$ cat config.mk
export PLATFORM = sky130hd
export DESIGN_NAME = dram_block_mover
export DESIGN_NICKNAME = d
export VERILOG_FILES = /design/src/rtl/dram_block_mover.sv
export SDC_FILE = /design/constraint.sdc
export NUM_CORES = 1
export LEC_CHECK = 0
export ABC_AREA = 1
export CORE_MARGIN = 1
export CORE_UTILIZATION = 45
export DETAILED_ROUTE_END_ITERATION = 8
export GPL_ROUTABILITY_DRIVEN = 0
export PLACE_DENSITY = 0.7
export SYNTH_ARGS = -nofsm -noshare
export SYNTH_HDL_FRONTEND = slang
export SYNTH_SLANG_ARGS = --single-unit
$ cat constraint.sdc
create_clock -name CLK -period 2.6 [get_ports CLK]
set_input_delay 0.52 -clock CLK [delete_from_list [all_inputs] [get_ports CLK]]
set_output_delay 0.52 -clock CLK [all_outputs]
set_load 0.005 [all_outputs]
$ cat src/rtl/dram_block_mover.sv
// dram_block_mover: word block copy / constant fill engine that masters the single-port data RAM
module dram_block_mover #(
    parameter int DATA_WIDTH = 16,
    parameter int ADDR_WIDTH = 16,
    parameter int DEPTH      = 256
) (
    input  logic                  CLK,
    input  logic                  RST_N,
    input  logic                  Start,
    input  logic                  Mode,
    input  logic [ADDR_WIDTH-1:0] SrcAddr,
    input  logic [ADDR_WIDTH-1:0] DstAddr,
    input  logic [ADDR_WIDTH-1:0] Length,
    input  logic [DATA_WIDTH-1:0] FillValue,
    input  logic                  Abort,
    output logic                  Busy,
    output logic                  Done,
    output logic                  Aborted,
    output logic [ADDR_WIDTH-1:0] WordsDone,
    output logic [ADDR_WIDTH-1:0] DataAddress,
    output logic [ADDR_WIDTH-1:0] MemWriteIndex,
    output logic                  ReadMem,
    output logic                  WriteMem,
    output logic [DATA_WIDTH-1:0] DataIn,
    input  logic [DATA_WIDTH-1:0] DataOut
);
    // DEPTH is a power of two, so address wrap is a mask
    localparam logic [ADDR_WIDTH-1:0] MASK = ADDR_WIDTH'(DEPTH - 1);
    localparam logic [ADDR_WIDTH-1:0] ONE  = ADDR_WIDTH'(1);

    typedef enum logic [1:0] {IDLE, READ, WRITE, DONE} state_t;

    state_t                state_q, state_d;
    logic                  mode_q, mode_d;
    logic [ADDR_WIDTH-1:0] src_q, src_d;
    logic [ADDR_WIDTH-1:0] dst_q, dst_d;
    logic [ADDR_WIDTH-1:0] rem_q, rem_d;
    logic [ADDR_WIDTH-1:0] words_q, words_d;
    logic [DATA_WIDTH-1:0] fill_q, fill_d;
    logic [DATA_WIDTH-1:0] buf_q, buf_d;
    logic                  aborted_q, aborted_d;
    logic                  busy_q, busy_d;
    logic                  done_q, done_d;
    logic                  rd_q, rd_d;
    logic                  wr_q, wr_d;
    logic [ADDR_WIDTH-1:0] daddr_q, daddr_d;
    logic [ADDR_WIDTH-1:0] waddr_q, waddr_d;
    logic [DATA_WIDTH-1:0] din_q, din_d;

    // Next-state, command registers, and RAM-side outputs decoded from the next state
    always_comb begin
        state_d   = state_q;
        mode_d    = mode_q;
        src_d     = src_q;
        dst_d     = dst_q;
        rem_d     = rem_q;
        words_d   = words_q;
        fill_d    = fill_q;
        buf_d     = buf_q;
        aborted_d = aborted_q;
        case (state_q)
            IDLE: if (Start) begin
                mode_d    = Mode;
                src_d     = SrcAddr & MASK;
                dst_d     = DstAddr & MASK;
                rem_d     = Length;
                fill_d    = FillValue;
                words_d   = '0;
                aborted_d = 1'b0;
                state_d   = (Length == '0) ? DONE : Mode ? WRITE : READ;
            end
            READ: begin
                buf_d     = DataOut;
                aborted_d = Abort;
                state_d   = Abort ? DONE : WRITE;
            end
            WRITE: begin
                rem_d     = rem_q - ONE;
                words_d   = words_q + ONE;
                src_d     = (src_q + ONE) & MASK;
                dst_d     = (dst_q + ONE) & MASK;
                aborted_d = Abort;
                state_d   = (rem_q == ONE || Abort) ? DONE : mode_q ? WRITE : READ;
            end
            default: state_d = IDLE;
        endcase
        busy_d  = (state_d == READ) || (state_d == WRITE);
        done_d  = state_d == DONE;
        rd_d    = state_d == READ;
        wr_d    = state_d == WRITE;
        daddr_d = rd_d ? src_d : '0;
        waddr_d = wr_d ? dst_d : '0;
        din_d   = wr_d ? (mode_d ? fill_d : buf_d) : '0;
    end

    // State and registered outputs; reset abandons any transfer in flight
    always_ff @(posedge CLK) begin
        if (!RST_N) begin
            state_q   <= IDLE;
            mode_q    <= 1'b0;
            src_q     <= '0;
            dst_q     <= '0;
            rem_q     <= '0;
            words_q   <= '0;
            fill_q    <= '0;
            buf_q     <= '0;
            aborted_q <= 1'b0;
            busy_q    <= 1'b0;
            done_q    <= 1'b0;
            rd_q      <= 1'b0;
            wr_q      <= 1'b0;
            daddr_q   <= '0;
            waddr_q   <= '0;
            din_q     <= '0;
        end else begin
            state_q   <= state_d;
            mode_q    <= mode_d;
            src_q     <= src_d;
            dst_q     <= dst_d;
            rem_q     <= rem_d;
            words_q   <= words_d;
            fill_q    <= fill_d;
            buf_q     <= buf_d;
            aborted_q <= aborted_d;
            busy_q    <= busy_d;
            done_q    <= done_d;
            rd_q      <= rd_d;
            wr_q      <= wr_d;
            daddr_q   <= daddr_d;
            waddr_q   <= waddr_d;
            din_q     <= din_d;
        end
    end

    assign Busy          = busy_q;
    assign Done          = done_q;
    assign Aborted       = aborted_q;
    assign WordsDone     = words_q;
    assign DataAddress   = daddr_q;
    assign MemWriteIndex = waddr_q;
    assign ReadMem       = rd_q;
    assign WriteMem      = wr_q;
    assign DataIn        = din_q;
endmodule

==> metrics.cfg, run 1 <==
[clock_network]
cts_sinks=152
cts_tree=built
clk_path_buf_depth=2
numCtsBuffers=17
clock_latency_ns=0.43
htreeDepth=4
clock-root-buffer=clkbuf_16
cts.clk_slew.worst_paths_ns=0.06
cts_resized=0
cts.repair_timing.setup_buffer_count=0
ctsHoldBuffers=0

[min_path]
holdCritStartpoint=dst_q[8]
holdPathEnd=dst_q[8]
hold_class=flop to flop
hold_path_depth=2

[pwr]
pwr-share-clk=0.281
p_switching_mw=3.03
p_per_area_nw_per_um2=964
p_comb_frac=0.363
seq_power_share=0.356
peakVddDrop_mv=0.651
power.internal_mw=5.16
power_switching_share=0.370
leakagePower_nw=3.46

[floorplan]
chipArea_um2=14600
io_pins=154
initCoreUtil=0.469
fp.dieW_um=121
dieHeight_um=121
rows=42
core_um2=13500

[placed_design]
hpwl_um=10600
dp_cells=1126
post-place-ws_ns=0.0716
portBuffers=137
dpl-instance-area_um2=7950

[flow_run]
warnings=48
drv_cap=0

[critical_path]
required_ns=2.95
start_kind=input port
crit_path_frequent_cell=nand2_1
critPathMaxStageDelay_ns=0.42
cp_cell_sequence=clkdlybuf4s50_1, nor2_1, nand2_1, nor2_1, nand2_1, nand2_1, nand2_1, nand3_1, nand2_1, inv_1, ha_1, nand2_1, inv_1, buf_12, nand2_1, a21oi_1
crit_path_top_delay_cell=clkdlybuf4s50_1
path_class=input port to flop
reg2reg_slack_ns=0.54
cp.arrival_ns=2.43
end_kind=flop
reg2reg_from=state_q[1]
r2r-end=DataIn[2]
reg2reg_depth=14
cp_max_fo=16

[timing]
worst_pin_slew_ns=0.386
finalHoldViolCount=0
setup_slack_ns=0.530
setup_viol=0
rsz0062_at_grt=false
maxSlewHeadroom=0.740
tns_ns=0
fmax_ghz=0.483
clock_skew_ns=0.0136
finalMaxSlewViolations=0
fin_crit_ns=2.07
final.period_utilization=0.796

[synth]
syn_area_um2=6330
yosysWarnings=0
syn_area_per_cell_um2=7.67
top_area_cell=dfxtp_1
netlist_instances=826
synth_nets=923
top_cell_area_share=0.480
ys_types=35
ys.flops=152
yosys.stat.seqShare=0.480
synth-area-yosys_um2=6330
ys_cells=826
synthTopCellsByArea=dfxtp_1, nand2_1, nor2_1

[route]
drt_pass1_iterations=5
drc=0
ant_nets=0
wirelength_um=15200
num_vias=5648
dr.first_iter.drc_count=386
routed_via_density=4.88

[global_route]
grt_pass1_wl_um=24800
grt.overflow.total=0
antenna_found_initial=0
grt_max_degree=42
grt_use_total=0.219
grt_pass1_vias=5201

[run_status]
status=completed

[final_layout]
final_nets=1066
final_common_cell=nand2_1
fin_cells=1158
area_delta_synth_final_pct=34.2
diodes=0
lay_top_cells=nand2_1, dfxtp_1, clkdlybuf4s50_1
fin_area_um2=8500
drive_above_1_share=0.0733

-- run 1: power by group through the flow --
stage	sequential [mW]	clock [mW]	combinational [mW]
after floorplan	2.93	0	2.00
after global placement	2.95	0	2.96
after detailed placement	2.96	0	2.98
after CTS	2.91	2.34	2.99
after global routing	2.96	2.45	3.36
final	2.91	2.31	2.98
-- run 1: state kept, by name, summed over array words and instances (netlist names), 2 cells and up --
name and flops:
src_q 16, WordsDone 16, MemWriteIndex 16, rem_q 16, dst_q 16, fill_q 16, state_q 2, DataAddress 16
buf_q 16, DataIn 16
-- run 1: how the worst max path moves through the flow --
| stage | slack (ns) | end | start |
|---|---|---|---|
| after global placement | 0.11 | DataIn[10] | Length[8] |
| after floorplan | 0.47 | DataIn[10] | state_q[1] |
| after detailed placement | 0.07 | DataIn[5] | Length[15] |
| final | 0.53 | DataIn[2] | Length[15] |
| after global routing | 0.31 | DataIn[11] | Length[10] |
| after CTS | 0.51 | DataIn[5] | Length[12] |
-- run 1: cell type report --
cell class	instances	area, um^2
repair buffers	159	1570
flip-flops and latches	152	3040
multi-input cells	543	2750
fillers	1203	5000
clock buffers	18	439
inverters	96	360
well taps	176	220
clock inverters	14	116
-- run 1: kinds of logic (layout without fill, tap and decap cells) --
| family | Yosys count | count (layout) | share of synthesized area |
|---|---|---|---|
| AOI/OAI and AO/OA | 116 | 116 | 0.0995 |
| adders and majority gates | 12 | 12 | 0.0237 |
| buffers and inverters | 131 | 287 | 0.0859 |
| DFF | 152 | 152 | 0.480 |
| muxes | 30 | 30 | 0.0474 |
| and+or+nand+nor | 385 | 385 | 0.263 |
-- run 1: cells in the mapped netlist (all sizes together) --
master / n
inv: 95
clkbuf: 8
buf: 27
nor4: 15
nand2: 164
a221oi: 2
clkinv: 1
o21ai: 40
a21oi: 58
ha: 12
a22o: 2
dfxtp: 152
a32o: 1
o22ai: 1
nor2: 127
nand4: 7
or2: 2
a211oi: 5
nor3: 28
nand3: 39
a31oi: 1
nand3b: 3
mux2i: 30
o211ai: 6
-- run 1: per-stage QoR --
step,hold WS (ns),util,total power [mW]
CTS,0.448,0.629,8.25
finish,0.444,0.629,8.20
floorplan,0.424,-,4.92
global placement,0.433,0.588,5.92
detailed placement,0.438,0.588,5.93
global route,0.464,0.629,8.77
-- run 1: routing by layer --
| metal | track usage | part of all wire | wire length (um) |
|---|---|---|---|
| met3 | 0.0755 | 0.067 | 1020 |
| met1 | 0.279 | 0.47 | 7190 |
| met4 | 0.0741 | 0.011 | 170 |
| met2 | 0.343 | 0.45 | 6840 |
| met5 | 0 | 0 | 0 |
-- run 1: critical path: cells and delay by family --
kind	cells	cell delay [ns]
AND/OR/NAND/NOR	10	0.84
AND-OR/OR-AND	1	0.12
adder cells (fa/ha/maj)	1	0.17
buffers and inverters	4	0.76
run_1/clk_routes.png
Scale: 4 px per um.
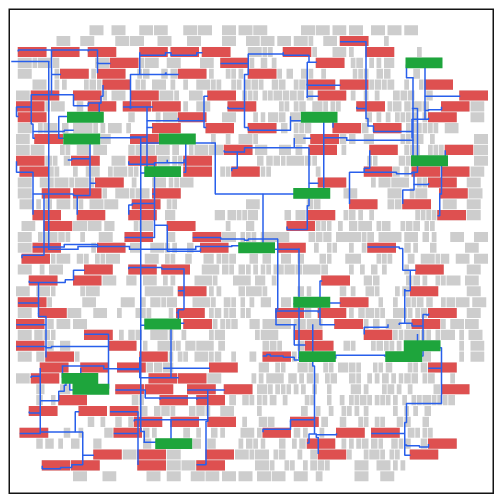
blue -> clock wires  # length 1,830 um
green -> clock drivers  # count 17
red -> flip-flops  # count 152
flops lie = spread over the die
routed clock nets = 18

run_1/power_grid.png
Scale: 4 px per um. Pins as bars on the die edge.
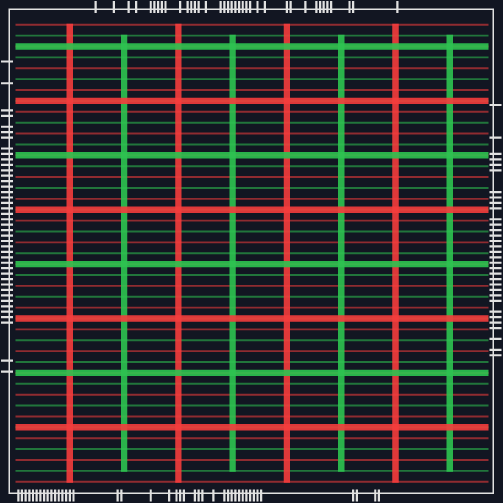
green -> VDD
red -> VSS
met5 straps = 8
rows = 42
met4 straps = 8
signal pins = 154
met1 rails = 43

run_1/cell_density.png
Scale: 2 px per um. The die is cut into 12 by 12 equal tiles; white is low, dark blue is high, 0 to 100% covered.
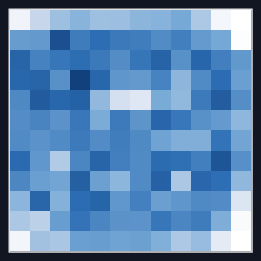
tiles over 75% full = 18%
mean over tiles = 57%
nearly empty tiles = 2.1%
fullest tile = 94%

==> run 2: changes to the inputs <==
==> constraint.sdc (replaced) <==
create_clock -name CLK -period 2.1 [get_ports CLK]
set_input_delay 0.42 -clock CLK [delete_from_list [all_inputs] [get_ports CLK]]
set_output_delay 0.42 -clock CLK [all_outputs]
set_load 0.005 [all_outputs]
run_2/clk_routes.png
Scale: 4 px per um.
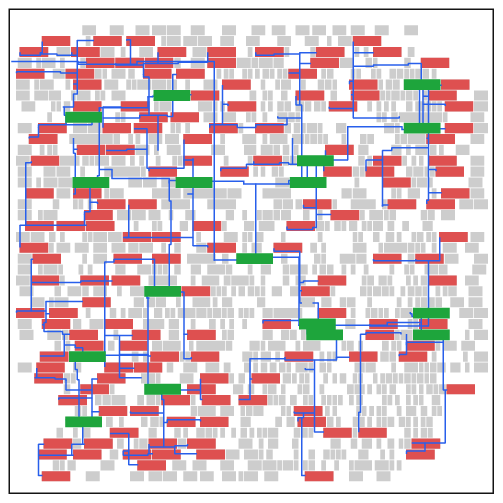
blue -> clock wires  # length 1,830 um
green -> clock drivers  # count 17
red -> flip-flops  # count 152
routed clock nets = 18

==> metrics.cfg, run 2 <==
[critical_path]
critPathMaxStageDelay_ns=0.42  ; about the same
required_ns=2.42  ; was 2.95 ns
end_kind=flop  ; unchanged
start_kind=input port  ; unchanged
cp_cell_sequence=clkdlybuf4s50_1, nor2_1, nand2_1, nor2_2, nand2_1, nand2_1, nand2_1, nand3_1, nand2_2, inv_1, ha_2, clkinv_1, buf_4, nor4_1  ; was clkdlybuf4s50_1, nor2_1, nand2_1, nor2_1, nand2_1, nand2_1, nand2_1, nand3_1, nand2_1, inv_1, ha_1, nand2_1, inv_1, buf_12, nand2_1, a21oi_1
crit_family=simple AND/OR/NAND/NOR gates  ; unchanged
cp.arrival_ns=2.26  ; was 2.43 ns
path_class=input port to flop  ; unchanged
crit_path_top_delay_cell=clkdlybuf4s50_1  ; unchanged
crit_path_frequent_cell=nand2_1  ; unchanged
cp_max_fo=9  ; was 16
crit_buf_inv=4  ; unchanged

[pwr]
power.internal_mw=7.01  ; was 5.16 mW
leakagePower_nw=3.66  ; was 3.46 nW
power_switching_share=0.353  ; was 0.370
peakVddDrop_mv=0.717  ; was 0.651 mV
pwr-share-clk=0.287  ; was 0.281
p_comb_frac=0.379  ; was 0.363
p_switching_mw=3.83  ; was 3.03 mW
seq_power_share=0.334  ; was 0.356
fin_total_pwr_mw=10.8  ; was 8.20 mW
p_per_area_nw_per_um2=1220  ; was 964 nW/um^2

[floorplan]
initCoreUtil=0.469  ; unchanged
dieHeight_um=121  ; unchanged
core_um2=13500  ; unchanged
fp.dieW_um=121  ; unchanged
rows=42  ; unchanged
chipArea_um2=14600  ; unchanged
io_pins=154  ; unchanged

[placed_design]
post-place-ws_ns=-0.309  ; was 0.0716 ns
portBuffers=137  ; unchanged
hpwl_um=11000  ; was 10,600 um

[timing]
worst_pin_slew_ns=0.372  ; was 0.386 ns
maxSlewHeadroom=0.751  ; was 0.740
clock_skew_ns=0.0127  ; was 0.0136 ns
final.period_utilization=0.921
finalMaxSlewViolations=0  ; unchanged
finalHoldViolCount=0  ; unchanged
fmax_ghz=0.517
holdWs_ns=0.392  ; was 0.444 ns
setup_slack_ns=0.166  ; was 0.530 ns
setup_viol=0  ; unchanged
rsz0062_at_grt=true  ; was false
fin_crit_ns=1.93

[clock_network]
cts.clk_slew.worst_paths_ns=0.06  ; about the same
numCtsBuffers=17  ; unchanged
cts_tree=built  ; unchanged
htreeDepth=4  ; unchanged
clock-root-buffer=clkbuf_16  ; unchanged
clock_latency_ns=0.42  ; was 0.43 ns
clk_path_buf_depth=2  ; unchanged
cts_sinks=152  ; unchanged
ctsHoldBuffers=0  ; unchanged

[synth]
syn_area_um2=6330  ; unchanged
simple_gate_area_frac=0.263  ; unchanged
ys_types=35  ; unchanged
synth-area-yosys_um2=6330  ; unchanged
top_area_cell=dfxtp_1  ; unchanged
netlist_instances=826  ; unchanged
synth_adder_area_share=0.0237  ; unchanged
synth.most_common_cell=nand2_1  ; unchanged
edf_count=0  ; unchanged
syn_area_per_cell_um2=7.67  ; unchanged
top_cell_area_share=0.480  ; unchanged
yosysWarnings=0  ; unchanged
xor_area_frac=0  ; unchanged
mux_share=0.0474  ; unchanged
ys_cells=826  ; unchanged
common_cells=nand2_1, dfxtp_1, nor2_1  ; unchanged
synth_nets=923  ; unchanged
ys_sh_aoi=0.0995  ; unchanged
logic_family=simple AND/OR/NAND/NOR gates  ; unchanged
synthFlopType=dfxtp_1  ; unchanged
yosys.stat.seqShare=0.480  ; unchanged
synthTopCellsByArea=dfxtp_1, nand2_1, nor2_1  ; unchanged
synthArstFlopShare=0  ; unchanged
ys.flops=152  ; unchanged

[final_layout]
logic_area_um2=2790  ; was 2750 um^2
drive_above_1_share=0.111  ; was 0.0733
lay_top_cells=nand2_1, dfxtp_1, clkdlybuf4s50_1  ; unchanged
area_delta_synth_final_pct=40.2  ; was 34.2%
fillCellCount=1226  ; was 1,203
final_common_cell=nand2_1  ; unchanged
diodes=0  ; unchanged
final_nets=1094  ; was 1,066
final_core_util=0.658  ; was 0.629
seq_area_um2=3040  ; unchanged

[route]
drt_pass1_iterations=5  ; unchanged
wl_per_cell_um=13.5  ; was 13.1 um
wirelength_um=16000  ; was 15,200 um
ant_nets=0  ; unchanged
dr.first_iter.drc_count=328  ; was 386
routed_via_density=4.94  ; was 4.88
drc=0  ; unchanged
num_vias=5859  ; was 5,648

[flow_run]
drv_cap=0  ; unchanged
warnings=49  ; was 48

[global_route]
grt.overflow.total=0  ; unchanged
antenna_found_initial=0  ; unchanged
grt_use_total=0.226  ; was 0.219
grt_max_degree=46  ; was 42
grt_pass1_wl_um=25900  ; was 24,800 um
grt_pass1_vias=5587  ; was 5,201

[run_status]
status=completed  ; unchanged

[min_path]
hold_class=input port to flop  ; was flop to flop

run_2/wires.png
Scale: 4 px per um. Only two layers are drawn.
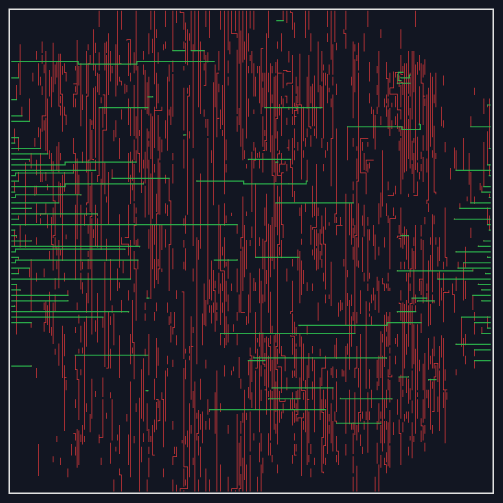
red -> metal 2  # wire length 7,600 um
green -> metal 3  # wire length 1,050 um

==> run 2: cell counts after synthesis <==
No cell type changed its count.
==> run 2: final timing paths <==
check	slack, ns	from	depth (start not counted)	to
setup / recovery	0.17	Length[9]	14	MemWriteIndex[8]
hold reg to reg	0.44	dst_q[9]	2	dst_q[9]
setup reg to reg	0.19	state_q[0]	14	DataAddress[2]
hold / removal	0.39	Length[8]	5	rem_q[8]
==> run 2: area by class of cell <==
cell class              instances  share of cell area
inverters                      96              0.0409
multi-input cells             543               0.314
flip-flops and latches        152               0.343
clock inverters                14              0.0193
repair buffers                187               0.210
well taps                     176              0.0248
clock buffers                  18              0.0483
==> run 2: power groups by stage <==
stage	logic (mW)	registers, mW	clock network (mW)
final	4.11	3.62	3.11
after global routing	4.60	3.66	3.27
after CTS	4.03	3.60	3.16
after detailed placement	4.00	3.66	0
after global placement	3.96	3.66	0
after floorplan	2.48	3.62	0
==> run 2: through the flow <==
step | TNS [ns] | cell area [um^2] | cells
after floorplan | 0 | 6340 | 826
after global placement | -9.69 | 8210 | 1153
after detailed placement | -11.45 | 8210 | 1153
after CTS | 0 | 8810 | 1185
after global routing | -0.0636 | 8880 | 1186
final | 0 | 8880 | 1186
==> run 2: layer usage <==
| metal | part of all wire | track usage |
|---|---|---|
| met5 | 0 | 0 |
| met2 | 0.47 | 0.375 |
| met4 | 0.0093 | 0.0826 |
| met3 | 0.066 | 0.0679 |
| met1 | 0.45 | 0.277 |
==> run 2: cell families after synthesis <==
group	Yosys count
flip-flops	152
multiplexers	30
adder cells (fa/ha/maj)	12
buffers and inverters	131
AND-OR/OR-AND	116
AND/OR/NAND/NOR	385
==> run 2: tightest hold or removal path, stage by stage <==
cell	delay, ns
dlymetal6s2s_1	0.13
nand2_1	0.06
nand2_1	0.05
nand2_1	0.05
a21oi_1	0.05
==> run 2: what timing repair did <==
action,CTS,global route
resized,0,15
buffers inserted,0,0
endpoints found under the setup margin,0,28
==> run 3: changes to the inputs <==
--- a/config.mk
+++ b/config.mk
@@ -8,9 +8,11 @@
 export ABC_AREA = 1
 export CORE_MARGIN = 1
 export CORE_UTILIZATION = 45
+export CTS_BUF_LIST = sky130_fd_sc_hd__clkbuf_16
 export DETAILED_ROUTE_END_ITERATION = 8
 export GPL_ROUTABILITY_DRIVEN = 0
 export PLACE_DENSITY = 0.7
+export SKIP_LAST_GASP = 1
 export SYNTH_ARGS = -nofsm -noshare
 export SYNTH_HDL_FRONTEND = slang
 export SYNTH_SLANG_ARGS = --single-unit
run_3/cell_density.png
Scale: 2 px per um. The die is cut into 12 by 12 equal tiles; white is low, dark blue is high, 0 to 100% covered.
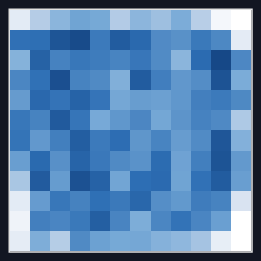
tiles over 75% full = 19%
mean over tiles = 60%
densest ninth of the die = left middle
nearly empty tiles = 2.1%
fullest tile = 90%

==> metrics.cfg, run 3 <==
[critical_path]
reg2reg_slack_ns=0.19  ; about the same
start_kind=input port  ; unchanged
end_kind=flop  ; unchanged
cp.arrival_ns=2.26  ; about the same
reg2reg_depth=14  ; unchanged
path_class=input port to flop  ; unchanged
cp_max_fo=9  ; unchanged
required_ns=2.42  ; about the same
r2r-end=DataAddress[2]  ; unchanged

[placed_design]
hpwl_um=11000  ; unchanged
portBuffers=137  ; unchanged
dp_cells=1153  ; unchanged

[timing]
finalMaxSlewViolations=0  ; unchanged
finalHoldViolCount=0  ; unchanged
setup_slack_ns=0.167  ; was 0.166 ns
clock_skew_ns=0.0134  ; was 0.0127 ns
rsz0062_at_grt=true  ; unchanged
tns_ns=0  ; unchanged
maxSlewHeadroom=0.751  ; unchanged
fmax_ghz=0.517  ; about the same
final.period_utilization=0.920  ; was 0.921
setup_viol=0  ; unchanged

[synth]
synthFlopType=dfxtp_1  ; unchanged
synthArstFlopShare=0  ; unchanged
common_cells=nand2_1, dfxtp_1, nor2_1  ; unchanged
synth.most_common_cell=nand2_1  ; unchanged
synth_nets=923  ; unchanged
synth-area-yosys_um2=6330  ; unchanged
syn_area_per_cell_um2=7.67  ; unchanged
ys_cells=826  ; unchanged
ys_types=35  ; unchanged
netlist_instances=826  ; unchanged
yosys.stat.seqShare=0.480  ; unchanged
top_cell_area_share=0.480  ; unchanged

[clock_network]
clk_path_buf_depth=2  ; unchanged
cts.clk_slew.worst_paths_ns=0.06  ; about the same
ctsHoldBuffers=0  ; unchanged
cts_resized=0  ; unchanged
numCtsBuffers=17  ; unchanged
cts.repair_timing.setup_buffer_count=0  ; unchanged
htreeDepth=4  ; unchanged
cts_tree=built  ; unchanged
cts_sinks=152  ; unchanged
clock-root-buffer=clkbuf_16  ; unchanged

[final_layout]
drive_above_1_share=0.111  ; unchanged
area_delta_synth_final_pct=40.2  ; unchanged
fillCellCount=1226  ; unchanged
diodes=0  ; unchanged
lay_top_cells=nand2_1, dfxtp_1, clkdlybuf4s50_1  ; unchanged
final_common_cell=nand2_1  ; unchanged
final_nets=1094  ; unchanged
fin_cells=1186  ; unchanged

[route]
num_vias=5849  ; was 5,859
wl_per_cell_um=13.5  ; about the same
drc=0  ; unchanged
dr.first_iter.drc_count=328  ; unchanged
ant_nets=0  ; unchanged
drt_pass1_iterations=6  ; was 5

[min_path]
holdPathEnd=rem_q[8]  ; unchanged
hold_path_depth=5  ; unchanged
hold_class=input port to flop  ; unchanged

[floorplan]
initCoreUtil=0.469  ; unchanged
io_pins=154  ; unchanged
chipArea_um2=14600  ; unchanged
dieHeight_um=121  ; unchanged

[flow_run]
drv_cap=0  ; unchanged
warnings=49  ; unchanged

[global_route]
grt_max_degree=46  ; unchanged
antenna_found_initial=0  ; unchanged
grt_pass1_vias=5587  ; unchanged

[run_status]
status=completed  ; unchanged

[pwr]
peakVddDrop_mv=0.717  ; about the same
p_per_area_nw_per_um2=1220  ; about the same
leakagePower_nw=3.66  ; about the same

run_3/wires.png
Scale: 4 px per um. Only two layers are drawn.
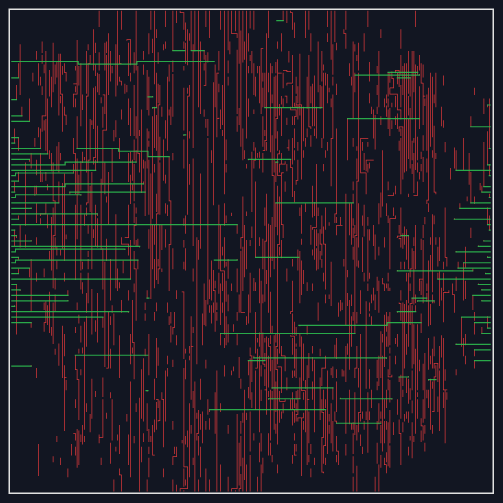
green -> metal 3  # wire length 1,050 um
red -> metal 2  # wire length 7,610 um

## run 3: cell counts after synthesis
No cell type changed its count.
## run 3: logic make-up after synthesis
kind of cell | share of synthesized area
compound gates | 0.0995
simple gates | 0.263
mux | 0.0474
buf+inv | 0.0859
fa+ha+maj | 0.0237
flops | 0.480
## run 3: metrics by stage
stage          cell area [um^2]  hold slack (ns)
2_1_floorplan              6340            0.424
3_3_place_gp               8210            0.433
3_5_place_dp               8210            0.435
4_1_cts                    8810            0.446
5_1_grt                    8880            0.432
6_report                   8880            0.392
## run 3: final cells by class
class	instances	area, um^2	area share
sequential	152	3040	0.343
timing repair buffer	187	1870	0.210
tap	176	220	0.0248
inverter	96	363	0.0409
clock inverter	15	175	0.0197
multi-input combinational	543	2790	0.314
clock buffer	17	425	0.0479
## run 3: routing by layer
metal | track usage | routed length (um) | up-vias
met5 | 0 | 0 | -
met2 | 0.375 | 7610 | 142
met4 | 0.0826 | 159 | 0
met3 | 0.0679 | 1050 | 13
li1 | - | - | 3024
met1 | 0.277 | 7170 | 2670
## run 3: worst max-delay path by stage
stage	start	endpoint	slack [ns]	depth (start not counted)
floorplan	state_q[1]	DataIn[10]	0.05	13
global placement	Length[15]	DataIn[10]	-0.24	16
detailed placement	Length[15]	DataIn[6]	-0.31	16
CTS	Length[15]	DataIn[6]	0.12	16
global route	Length[9]	DataIn[1]	-0.02	14
finish	Length[9]	MemWriteIndex[8]	0.17	14
## run 3: worst max-delay path: stages
cell and delay [ns]:
clkdlybuf4s50_1 0.42, nor2_1 0.12, nand2_1 0.09, nor2_2 0.14
nand2_1 0.08, nand2_1 0.06, nand2_1 0.05, nand3_1 0.09
nand2_2 0.07, inv_1 0.07, ha_2 0.18, clkinv_1 0.06
buf_4 0.16, nor4_1 0.23
## run 3: report_power, final
group	internal, mW	switching (mW)	total (mW)
clock	1.88	1.23	3.11
sequential	3.35	0.263	3.62
combinational	1.78	2.33	4.11
total	7.00	3.83	10.8
Power figures rest on the tool's default switching activity, not on a simulated workload.
